### config.mk
export PLATFORM = sky130hd
export DESIGN_NAME = uart_tx_arbiter
export DESIGN_NICKNAME = d
export VERILOG_FILES = /design/src/rtl/uart_tx_arbiter_pkg.sv /design/src/rtl/tx_frame_serializer.sv /design/src/rtl/uart_tx_arbiter.sv
export SDC_FILE = /design/constraint.sdc
export NUM_CORES = 1
export LEC_CHECK = 0
export CORE_ASPECT_RATIO = 2
export CORE_MARGIN = 1.5
export CORE_UTILIZATION = 50
export CTS_BUF_LIST = sky130_fd_sc_hd__clkbuf_8
export CTS_CLUSTER_SIZE = 25
export DETAILED_ROUTE_END_ITERATION = 8
export GPL_TIMING_DRIVEN = 0
export PLACE_DENSITY = 0.77
export SKIP_CTS_REPAIR_TIMING = 1
export SKIP_LAST_GASP = 1
export SYNTH_ARGS = -nofsm -noshare
export SYNTH_HDL_FRONTEND = slang
export SYNTH_SLANG_ARGS = --single-unit
### constraint.sdc
create_clock -name clk -period 1.8 [get_ports clk]
set_clock_uncertainty 0.15 [all_clocks]
set_input_delay 0.36 -clock clk [delete_from_list [all_inputs] [get_ports clk]]
set_output_delay 0.36 -clock clk [all_outputs]
set_load 0.005 [all_outputs]
### src/rtl/uart_tx_arbiter_pkg.sv
// Shared types and constants for the UART TX arbiter and its response framer.
package uart_tx_arbiter_pkg;

    typedef enum logic [1:0] {
        StIdle,
        StEcho,
        StResSend
    } tx_arb_state_t;

    localparam int unsigned RESP_HDR_BYTES = 4;
    localparam logic [7:0]  RESP_RSVD_BYTE = 8'h00;
    localparam int unsigned RES_BYTES_MAX  = 8;

    // LEN counts the header too, matching the inbound command protocol.
    function automatic logic [15:0] resp_total_len(input logic [3:0] n);
        return 16'(RESP_HDR_BYTES) + 16'(n);
    endfunction

endpackage

### src/rtl/tx_frame_serializer.sv
// Parallel-load frame register that shifts one byte out per ready/valid handshake, LSB byte first.
module tx_frame_serializer #(
    parameter int unsigned NumBytes = 12
) (
    input  logic                    clk_i,
    input  logic                    rst_ni,
    input  logic                    load_i,
    input  logic [8*NumBytes-1:0]   frame_i,
    input  logic [3:0]              len_i,
    output logic [7:0]              tx_data_o,
    output logic                    tx_valid_o,
    input  logic                    tx_ready_i,
    output logic                    done_o
);

    logic [8*NumBytes-1:0] shift_q, shift_d;
    logic [3:0]            cnt_q, cnt_d;
    logic [3:0]            len_q, len_d;
    logic                  valid_q, valid_d;
    logic                  fire;
    logic                  last;

    assign fire   = valid_q && tx_ready_i;
    assign last   = (cnt_q == len_q - 4'd1);
    assign done_o = fire && last;

    always_comb begin
        shift_d = shift_q;
        cnt_d   = cnt_q;
        len_d   = len_q;
        valid_d = valid_q;
        if (load_i) begin
            shift_d = frame_i;
            cnt_d   = 4'd0;
            len_d   = len_i;
            valid_d = 1'b1;
        end else if (fire) begin
            shift_d = {8'h00, shift_q[8*NumBytes-1:8]};
            cnt_d   = cnt_q + 4'd1;
            if (last) begin
                valid_d = 1'b0;
            end
        end
    end

    always_ff @(posedge clk_i) begin
        if (!rst_ni) begin
            shift_q <= '0;
            cnt_q   <= 4'd0;
            len_q   <= 4'd0;
            valid_q <= 1'b0;
        end else begin
            shift_q <= shift_d;
            cnt_q   <= cnt_d;
            len_q   <= len_d;
            valid_q <= valid_d;
        end
    end

    assign tx_data_o  = shift_q[7:0];
    assign tx_valid_o = valid_q;

endmodule

### src/rtl/uart_tx_arbiter.sv
// Shares the UART TX byte stream between the echo path and framed ALU results,
// switching owners only at packet boundaries.
module uart_tx_arbiter
    import uart_tx_arbiter_pkg::*;
#(
    parameter int unsigned RES_BYTES_MAX_P = RES_BYTES_MAX
) (
    input  logic                         clk,
    input  logic                         rst_n,
    input  logic [7:0]                   echo_data_i,
    input  logic                         echo_valid_i,
    input  logic                         echo_last_i,
    output logic                         echo_ready_o,
    input  logic [8*RES_BYTES_MAX_P-1:0] res_data_i,
    input  logic [3:0]                   res_len_i,
    input  logic [7:0]                   res_opcode_i,
    input  logic                         res_valid_i,
    output logic                         res_ready_o,
    output logic [7:0]                   tx_data_o,
    output logic                         tx_valid_o,
    input  logic                         tx_ready_i,
    output logic                         busy_o
);

    localparam int unsigned FrameBytes = RESP_HDR_BYTES + RES_BYTES_MAX_P;

    tx_arb_state_t state_q, state_d;
    logic          rr_q, rr_d;
    logic          load;
    logic          ser_done;
    logic [7:0]    ser_data;
    logic          ser_valid;

    logic [3:0]              n_eff;
    logic [15:0]             len_total;
    logic [8*FrameBytes-1:0] frame;

    // Unused payload bytes are zeroed so the shifter drains back to 0.
    always_comb begin
        n_eff     = (res_len_i > 4'(RES_BYTES_MAX_P)) ? 4'(RES_BYTES_MAX_P) : res_len_i;
        len_total = resp_total_len(n_eff);
        frame     = '0;
        frame[7:0]   = res_opcode_i;
        frame[15:8]  = RESP_RSVD_BYTE;
        frame[23:16] = len_total[7:0];
        frame[31:24] = len_total[15:8];
        for (int unsigned i = 0; i < RES_BYTES_MAX_P; i++) begin
            if (i < 32'(n_eff)) begin
                frame[8*(RESP_HDR_BYTES+i) +: 8] = res_data_i[8*i +: 8];
            end
        end
    end

    tx_frame_serializer #(
        .NumBytes (FrameBytes)
    ) u_ser (
        .clk_i      (clk),
        .rst_ni     (rst_n),
        .load_i     (load),
        .frame_i    (frame),
        .len_i      (len_total[3:0]),
        .tx_data_o  (ser_data),
        .tx_valid_o (ser_valid),
        .tx_ready_i (tx_ready_i),
        .done_o     (ser_done)
    );

    // rr_q=1 means the result was served last, so echo wins a tie.
    always_comb begin
        state_d      = state_q;
        rr_d         = rr_q;
        res_ready_o  = 1'b0;
        echo_ready_o = 1'b0;
        load         = 1'b0;
        unique case (state_q)
            StIdle: begin
                if (res_valid_i && (!echo_valid_i || !rr_q)) begin
                    res_ready_o = 1'b1;
                    load        = 1'b1;
                    state_d     = StResSend;
                    rr_d        = 1'b1;
                end else if (echo_valid_i) begin
                    state_d = StEcho;
                    rr_d    = 1'b0;
                end
            end
            StEcho: begin
                echo_ready_o = tx_ready_i;
                if (echo_valid_i && tx_ready_i && echo_last_i) begin
                    state_d = StIdle;
                end
            end
            StResSend: begin
                if (ser_done) begin
                    state_d = StIdle;
                end
            end
            default: state_d = StIdle;
        endcase
    end

    always_ff @(posedge clk) begin
        if (!rst_n) begin
            state_q <= StIdle;
            rr_q    <= 1'b0;
        end else begin
            state_q <= state_d;
            rr_q    <= rr_d;
        end
    end

    always_comb begin
        tx_data_o  = ser_data;
        tx_valid_o = ser_valid;
        if (state_q == StEcho) begin
            tx_data_o  = echo_data_i;
            tx_valid_o = echo_valid_i;
        end
    end

    assign busy_o = (state_q != StIdle);

endmodule

==> deck_impl_summary.md, run 1 <==
Run Summary

Outcome
  – Status: finished, violations left
  – Violated checks: setup timing

Finish
  – Nets: 895
  – Antenna cells: 0
  – Top cell excl fill/tap: dfxtp_1
  – Final Cell Area: 7160 µm²
  – Most frequent cells in the layout: dfxtp_1 (104), a21oi_1 (85), clkdlybuf4s50_1 (85)
  – Non-filler cells, final: 948
  – Reg area: 2170 µm²

Power
  – Power per cell area: 773 nW/µm²
  – Clock power frac: 26.0%
  – Max VDD drop: 0.000495 V
  – Part of the power in registers: 47.6%

Final timing
  – Final Hold Fails: 0
  – Tmin final: 2.18 ns
  – Setup ws final: -0.377 ns
  – RSZ-0062 raised after global routing: true
  – Final setup viols: 13
  – Fmax: 459 MHz

Yosys
  – Post-Syn Area per Cell: 8.20 µm²
  – Synth area leader: dfxtp_1
  – Nets at Floorplan: 765
  – Seq share, synth: 39.2%
  – Yosys synthesis chip area: 5520 µm²
  – Seq cells post-synth: 108
  – Post-synth EDFFs: 0

Place
  – Dpl cells: 914
  – Port Buffers: 101
  – Final GP Congestion: 0.962

CTS
  – Inserted Clock Buffers: 9
  – Clock slew at reported path FFs: 0.11 ns

Detailed routing
  – Detail Route Antenna Nets: 0
  – Wire length per cell: 21.0 µm

GRT
  – First-pass GRT wire length: 29100 µm
  – Vias in the first global route: 5761

Floorplanning
  – Die y size: 152 µm

Worst hold path
  – Worst hold path class: input port to flip-flop

Run
  – Tool warnings: 27

Setup path
  – Crit path DAT: 1.67 ns
[run 1: synthesized netlist by cell type, types with 2 or more instances]
library cell,n
mux2_2,9
o2111ai_1,8
xor2_1,2
buf_2,32
nand4_1,50
and2_1,2
o21ai_0,10
inv_2,2
a311oi_1,18
dfxtp_1,108
a31oi_1,3
inv_1,4
nor2_1,6
xnor2_1,4
and3_1,58
o21ai_1,2
clkbuf_1,38
buf_4,3
nand3_1,3
nor3_1,9
a21boi_0,50
nand2_1,80
o22ai_1,49
a21oi_1,85
or3_1,2
o211ai_1,8
ha_1,2
buf_6,8
nor2b_1,2
[run 1: sequential cells by signal (all words and copies together), names as in the netlist]
signal / count
u_ser.shift_q: 96
u_ser.cnt_q: 4
u_ser.len_q: 4
state_q: 2
rr_q: 1
u_ser.tx_valid_o: 1
[run 1: worst paths after layout]
check / from / end / slack (ns) / depth (start not counted)
setup / recovery: state_q[0] / tx_data_o[5] / -0.38 / 5
hold / removal: res_valid_i / rr_q / 0.22 / 3
setup reg to reg: state_q[0] / u_ser.shift_q[77] / -0.01 / 8
hold reg to reg: u_ser.shift_q[19] / u_ser.shift_q[11] / 0.31 / 2
[run 1: through the flow]
step	TNS, ns	util (%)
after global routing	-4.14	66.3
after global placement	-49.44	62.0
final	-3.66	66.3
after floorplan	0	-
after CTS	-14.40	63.7
after detailed placement	-51.31	62.0
[run 1: power groups by stage]
stage	clock (mW)	sequential (mW)	combinational, mW
after CTS	1.45	2.63	1.31
after detailed placement	0	2.68	1.31
after floorplan	0	2.64	0.755
final	1.44	2.64	1.46
after global placement	0	2.68	1.27
after global routing	1.56	2.65	1.55
[run 1: cell families (layout without fill, tap and decap cells)]
logic type               Yosys count  in the layout  synth area share [%]
buffers and inverters             87            222                  7.94
XOR/XNOR                           7              7                  1.38
multiplexers                       9              9                  1.84
AND/OR/NAND/NOR                  215            215                  20.3
adder cells (fa/ha/maj)            2              2                 0.453
flip-flops                       108            108                  39.2
AND-OR/OR-AND                    245            245                  28.9
[run 1: per-layer routing]
layer | vias to the layer above | global-route usage (%) | part of all wire [%]
met3 | 60 | 4.61 | 5.4
li1 | 2778 | - | -
met1 | 2860 | 34.4 | 36
met4 | 0 | 20.6 | 5.3
met2 | 284 | 59.4 | 53
met5 | - | 0 | 0
[run 1: cell type report]
cell class / count / area share (%)
Tap cell: 140 / 2.44
Buffer: 81 / 6.44
Clock inverter: 7 / 0.891
Multi-Input combinational cell: 478 / 41.4
Clock buffer: 9 / 1.73
Sequential cell: 108 / 30.4
Inverter: 6 / 0.384
Timing Repair Buffer: 119 / 16.4
[run 1: worst max-delay path: stages, from the launching register on]
cell	delay, ns
dfxtp_4	0.38
nor2b_4	0.15
buf_4	0.14
clkbuf_16	0.13
mux2_2	0.32
dlymetal6s2s_1	0.16
Run 1, ports around the boundary:
Drawn at 3 px/µm. Pins as bars across the die edge, other pins in grey.
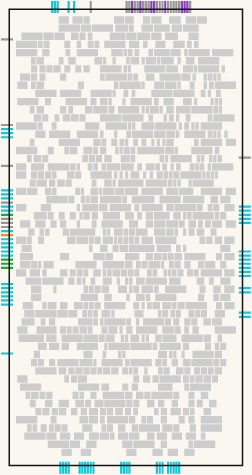
- res_valid_i: orange (pins 1; direction input; edge west)
- res_data_i: cyan (pins 64; direction input; edge 22 south, 21 west, 16 east, 5 north)
- res_len_i: green (pins 4; direction input; edge west)
- res_opcode_i: purple (pins 8; direction input; edge north)

Run 1, layout detail:
Region (27, 89) to (77, 139) µm. Cells in grey, sequential cells in the stronger grey; small squares are vias.
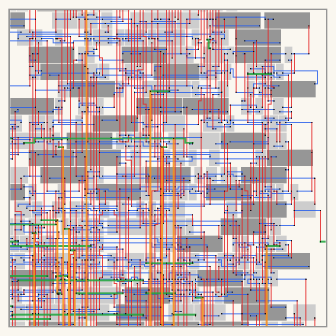
- M4: orange
- M3: green
- M1: blue
- M2: red
- sequential cells in the window: 34
- netlist names of flops here include: u_ser.shift_q (30), u_ser.cnt_q (3)
- cells with their middle in the window: 207
- most frequent: nand2_1 (63), dfxtp_1 (34), a21oi_1 (25)

Run 1, met3 routing:
Drawn at 4 px/µm. Cells faint in the background.
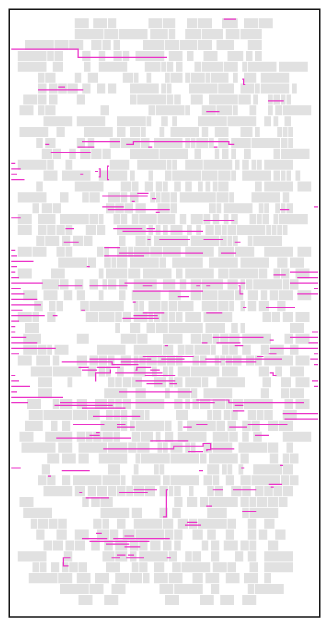
- nets with wire on the layer: 145
- wire length on this layer: 1070 µm
- longest straight run: 38.4 µm
met3 Use GR: 4.61%
Post-Route WL: 19900 µm
total vias in the final route: 5982

Run 1, clock wiring as the flow saved it:
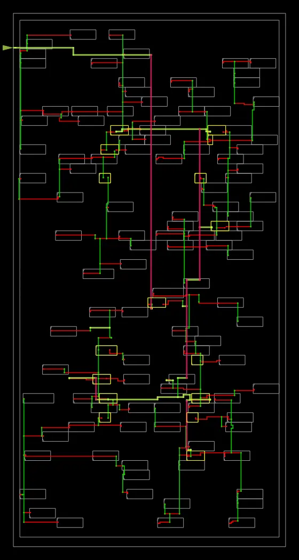
worst-skew pair later-pin latency: 0.38 ns
# clk buffers: 9
Clock net power: 1.44 mW
CTS Sinks: 108

Run 1, metal 4:
Drawn at 3 px/µm. Supply wires on this layer in grey. Cells faint in the background.
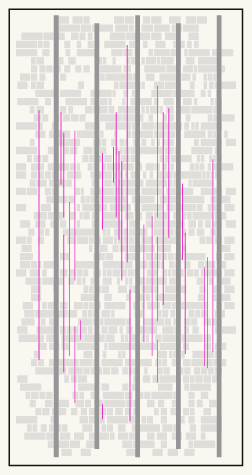

==> run 2, diff against run 1 <==
--- a/config.mk
+++ b/config.mk
@@ -7,12 +7,12 @@
 export LEC_CHECK = 0
 export CORE_ASPECT_RATIO = 2
 export CORE_MARGIN = 1.5
-export CORE_UTILIZATION = 50
+export CORE_UTILIZATION = 54
 export CTS_BUF_LIST = sky130_fd_sc_hd__clkbuf_8
 export CTS_CLUSTER_SIZE = 25
 export DETAILED_ROUTE_END_ITERATION = 8
 export GPL_TIMING_DRIVEN = 0
-export PLACE_DENSITY = 0.77
+export PLACE_DENSITY = 0.82
 export SKIP_CTS_REPAIR_TIMING = 1
 export SKIP_LAST_GASP = 1
 export SYNTH_ARGS = -nofsm -noshare
Run 2, metal 4:
Drawn at 3 px/µm. Supply wires on this layer in grey. Cells faint in the background.
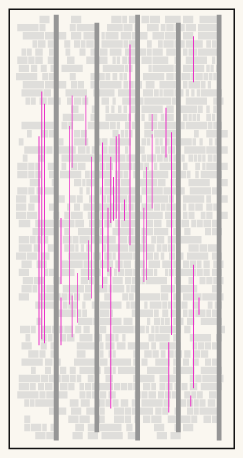
- share of all routed wire: 5.2%
- longest straight run: 82.3 µm
- wire length on this layer: 1020 µm
- main direction: vertical
- nets with wire on the layer: 28
Post-Route WL: 19600 µm
total vias in the final route: 6002

==> deck_impl_summary.md, run 2 <==
Run Summary

Outcome
  – Status: finished, violations left
  – Violated checks: setup timing

Finish
  – Largest registers: u_ser.shift_q (96), u_ser.cnt_q (4), u_ser.len_q (4)
  – Most frequent cells in the layout: dfxtp_1 (105), clkdlybuf4s50_1 (86), a21oi_1 (85)
  – Nets: 901
  – Top cell excl fill/tap: dfxtp_1
  – Max reg flops: 96
  – Antenna cells: 0
  – Largest Register: u_ser.shift_q

Final timing
  – Setup TNS Final: -3.57 ns
  – Final setup viols: 12
  – Period utilisation layout: 120%
  – Fmax: 462 MHz
  – RSZ-0062 raised after global routing: true
  – Final Hold Fails: 0
  – Slew of the pin with the lowest slew margin: 0.587 ns
  – Setup ws final: -0.365 ns
  – Tmin final: 2.16 ns

Yosys
  – Yosys synthesis chip area: 5520 µm²
  – Most frequent cell after synthesis: dfxtp_1
  – Seq share, synth: 39.2%
  – Seq cells post-synth: 108
  – Nets at Floorplan: 765
  – Synth Warn #: 0
  – Synth area leader: dfxtp_1
  – Post-Syn Area per Cell: 8.20 µm²
  – Post-synth EDFFs: 0
  – Post-synth top cells: dfxtp_1 (108), a21oi_1 (85), nand2_1 (80)

CTS
  – CTS Sinks: 108
  – Clock slew at reported path FFs: 0.09 ns
  – Worst-skew pair later-pin latency: 0.39 ns
  – Inserted Clock Buffers: 9
  – H-tree depth: 3
  – CTS max path bufs: 2

Detailed routing
  – Pre-antenna DRT Iters: 5
  – Wire length per cell: 20.7 µm
  – Detail Route Antenna Nets: 0

Power
  – Max VDD drop: 0.000519 V
  – Power per cell area: 781 nW/µm²

Setup path
  – Reg2Reg Setup Slack: 0.01 ns
  – R2r startpoint: state_q[0]
  – Critical-path cell list: nor2b_4 -> clkbuf_16 -> buf_4 -> mux2_4 -> clkbuf_2
  – Critical Path Start: state_q[0]
  – Crit path largest cell delay: 0.37 ns
  – FF-to-FF path depth: 8
  – Crit path DAT: 1.65 ns
  – Crit path DRT: 1.29 ns
  – CP max FO: 5
  – Setup crit start kind: flip-flop
  – CP max-delay cell: dfxtp_4

Worst hold path
  – Hold Crit Start: res_valid_i
  – Worst hold path depth: 3
  – Worst hold path class: input port to flip-flop

GRT
  – First-pass GRT wire length: 28600 µm
  – Met2 usage: 61.2%
  – Top Usage Layer GRT: met2
  – Initial antenna violation count: 0
  – Met3 Use GR: 4.85%
  – Vias in the first global route: 5704
  – Met1 GRT Util: 37.5%

Floorplanning
  – Die ar.: 10900 µm²
  – Die y size: 146 µm

Place
  – Port Buffers: 101
  – Final GP Congestion: 0.917

Run
  – Tool warnings: 27
run 2: where the power goes:
group / switching [mW] / internal (mW) / leakage [nW]
logic: 0.812 / 0.660 / 1.79
registers: 0.101 / 2.54 / 0.883
clock network: 0.829 / 0.667 / 0.0956
total: 1.74 / 3.86 / 2.77
run 2: worst max-delay path: cells and delay by family (launching register included):
family	cells	cell delay, ns
buffers and inverters	3	0.40
multiplexers	1	0.29
AND/OR/NAND/NOR	1	0.22
flip-flops	1	0.37
run 2: logic make-up (layout without fill, tap and decap cells):
family          after synthesis  in the layout  share of synthesized area (%)
simple gates                215            215                           20.3
xor+xnor                      7              7                           1.38
compound gates              245            245                           28.9
mux                           9              9                           1.84
fa+ha+maj                     2              2                          0.453
buf+inv                      87            227                           7.94
flops                       108            108                           39.2
run 2: final timing paths:
| kind | endpoint |
|---|---|
| hold reg to reg | u_ser.shift_q[9] |
| setup reg to reg | u_ser.shift_q[69] |
| hold / removal | rr_q |
| setup / recovery | tx_data_o[6] |
run 2: area by class of cell:
type,instances,area [µm²],area share [%]
Multi-Input combinational cell,478,2970,41.3
Sequential cell,108,2170,30.2
Timing Repair Buffer,125,1200,16.7
Buffer,81,457,6.36
Clock buffer,10,138,1.92
Inverter,6,27.5,0.383
Tap cell,135,169,2.35
Clock inverter,5,53.8,0.749
run 2: stage by stage:
step	utilization, %	instances	hold WS, ns	area [µm²]
2_1_floorplan	-	673	0.278	5520
3_3_place_gp	66.8	909	0.293	6700
3_5_place_dp	66.8	909	0.298	6700
4_1_cts	68.8	924	0.311	6890
5_1_grt	71.7	948	0.295	7180
6_report	71.7	948	0.240	7180
run 2: layer usage:
layer  wire (µm)  part of all wire [%]
met1        6980                    36
met2       10400                    53
met3        1170                   6.0
met4        1020                   5.2
met5           0                     0
Power figures rest on the tool's default switching activity, not on a simulated workload.
